Figure 1. Placement by cell class.
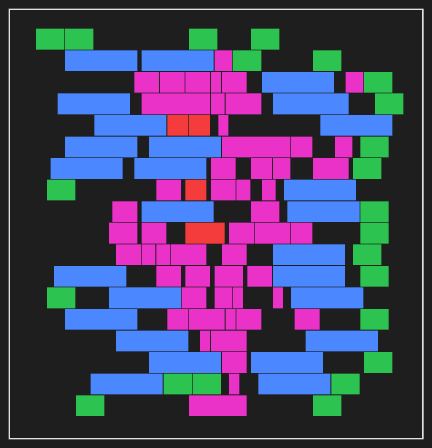
Figure 2. Routing congestion.
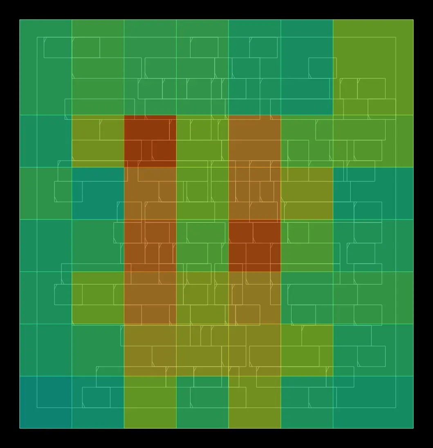
Figure 3. Clock distribution.
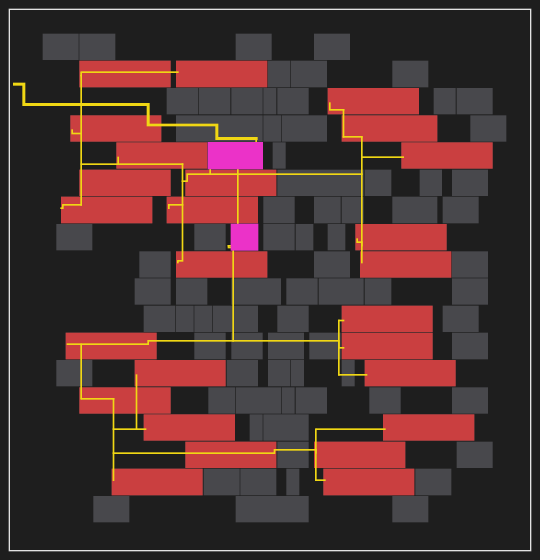
Figure 4. Floorplan with the power grid.
Scale bar: 20 µm. Pins as bars on the die edge.
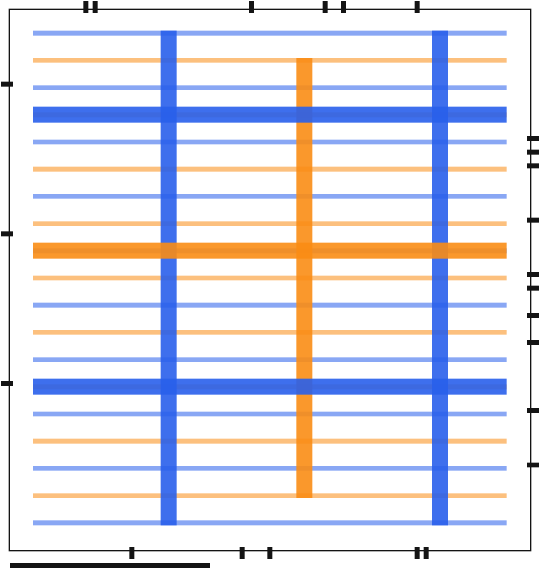
Figure 5. Signal wires by layer.
Scale bar: 20 µm.
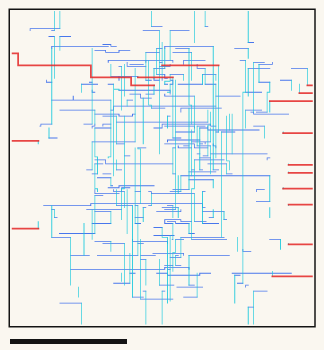
Design rd_pntrs_and_empty, sky130hd; sources not shown.
==> results_dict.tcl <==
# collected from the flow reports
set metrics [dict create \
    comb_area_share_pct 31.0 \
    first_global_vias 600 \
    pre_cts_slack_ns 3.97 \
    final_hold_viol_count 0 \
    synth.net_count 93 \
    simple_gate_share_pct 5.08 \
    grt_setup_unrepaired "false" \
    registers_synthesis 26 \
    timing.critical_path.fanout_max 6 \
    maxSlewHeadroom_pct 28.6 \
    clock_path_buffers 2 \
    outcome "finished, final reports clean" \
    met3WireLength_um 96 \
    detailedPlacementHpwl_mm 1.19 \
    power.combinational.total_mw 0.332 \
    synth-xor-area-share_pct 19.3 \
    numSequentialCells 26 \
    register_cell_area_after_layout_um2 652 \
    edf_count 0 \
    clock_tree.root_cell "sky130_fd_sc_hd__clkbuf_4" \
    pg_seq_mw 0.217 \
    synth.lib_cells_used.distinct 26 \
    finalPower_mw 0.616 \
    sequentialPowerShare_pct 35.3 \
    p_clk_mw 0.0662 \
    n_all_inverters 4 \
    yosysSeqAreaShare_pct 58.9 \
    avgViaCountPerCell 4.77 \
    most_used_cells_in_the_layout_excluding_fill_and_tap_cells "sky130_fd_sc_hd__dfrtp_1 (25), sky130_fd_sc_hd__clkdlybuf4s50_1 (23), sky130_fd_sc_hd__xnor2_1 (12)" \
    final-clk-cell-share_pct 2.58 \
    globalRouteMet3Util_pct 3.33 \
    non_clock_buffer_area_share_pct 16.4 \
    detailroute.wirelength.met2_um 773 \
    layout-drive-gt1-share_pct 6.67 \
    power.switching_mw 0.216 \
    crit_path_capture_type "flip-flop" \
    maxClockFrequency_ghz 0.304 \
    synth.comb.largest_family "XOR/XNOR gates" \
    gp_congestion 0.829 \
    top_level_ports 24 \
    post_synth_ao_oa_area_fraction_pct 5.76 \
]
Back to the opening pictures, Figure 1:
clock drivers and dummy loads -> red  # cells 4, share of their area 2.6%
registers -> blue  # cells 26, share of their area 48%
remaining buffers and delay cells -> green  # cells 23, share of their area 17%
remaining logic cells -> magenta  # cells 52, share of their area 33%
share of the final layout cell area in sequential cells: 46.3%
final instance area: 1410 µm²
floorplan row count: 18
area inside the core boundary: 2320 µm²
end-of-flow core utilization: 60.7%

Back to the opening pictures, Figure 2:
met2 GRT Util: 21.7%
most utilized layer in the global route result: met2

Back to the opening pictures, Figure 3:
clock wires -> yellow  # length 247 µm
flip-flops -> red  # count 26
clock-net drivers -> magenta  # count 3
routed clock nets = 4
clock network fraction of design power: 10.8%
setup skew after layout: 0.00308 ns

Back to the opening pictures, Figure 4:
VDD -> orange
VSS -> blue
met5 straps = 3
met1 rails = 19
peak supply drop: 206 µV
Die W: 52 µm
y dimension of the die: 54 µm

Back to the opening pictures, Figure 5:
M3 -> red  # wire length 96.6 µm
M1 -> blue  # wire length 665 µm
M2 -> cyan  # wire length 774 µm
overall global routing resource usage: 12.9%
routed len/inst: 11.4 µm
wire length reported by the detailed router: 1.53 mm
via count: 644

synth_stat cells (2+ instances only):
cell / instances / area share [%]
sky130_fd_sc_hd__a21boi_0: 2 / 1.4
sky130_fd_sc_hd__and2_1: 2 / 1.1
sky130_fd_sc_hd__nand3_1: 2 / 0.90
sky130_fd_sc_hd__xor2_1: 7 / 5.5
sky130_fd_sc_hd__dfrtp_1: 25 / 56
sky130_fd_sc_hd__nor2_1: 2 / 0.68
sky130_fd_sc_hd__ha_1: 5 / 5.6
sky130_fd_sc_hd__xnor2_1: 12 / 9.5
sky130_fd_sc_hd__inv_1: 4 / 1.4
sky130_fd_sc_hd__a21oi_1: 2 / 0.90
No activity file was given, so power comes from the tool's default toggle rates.
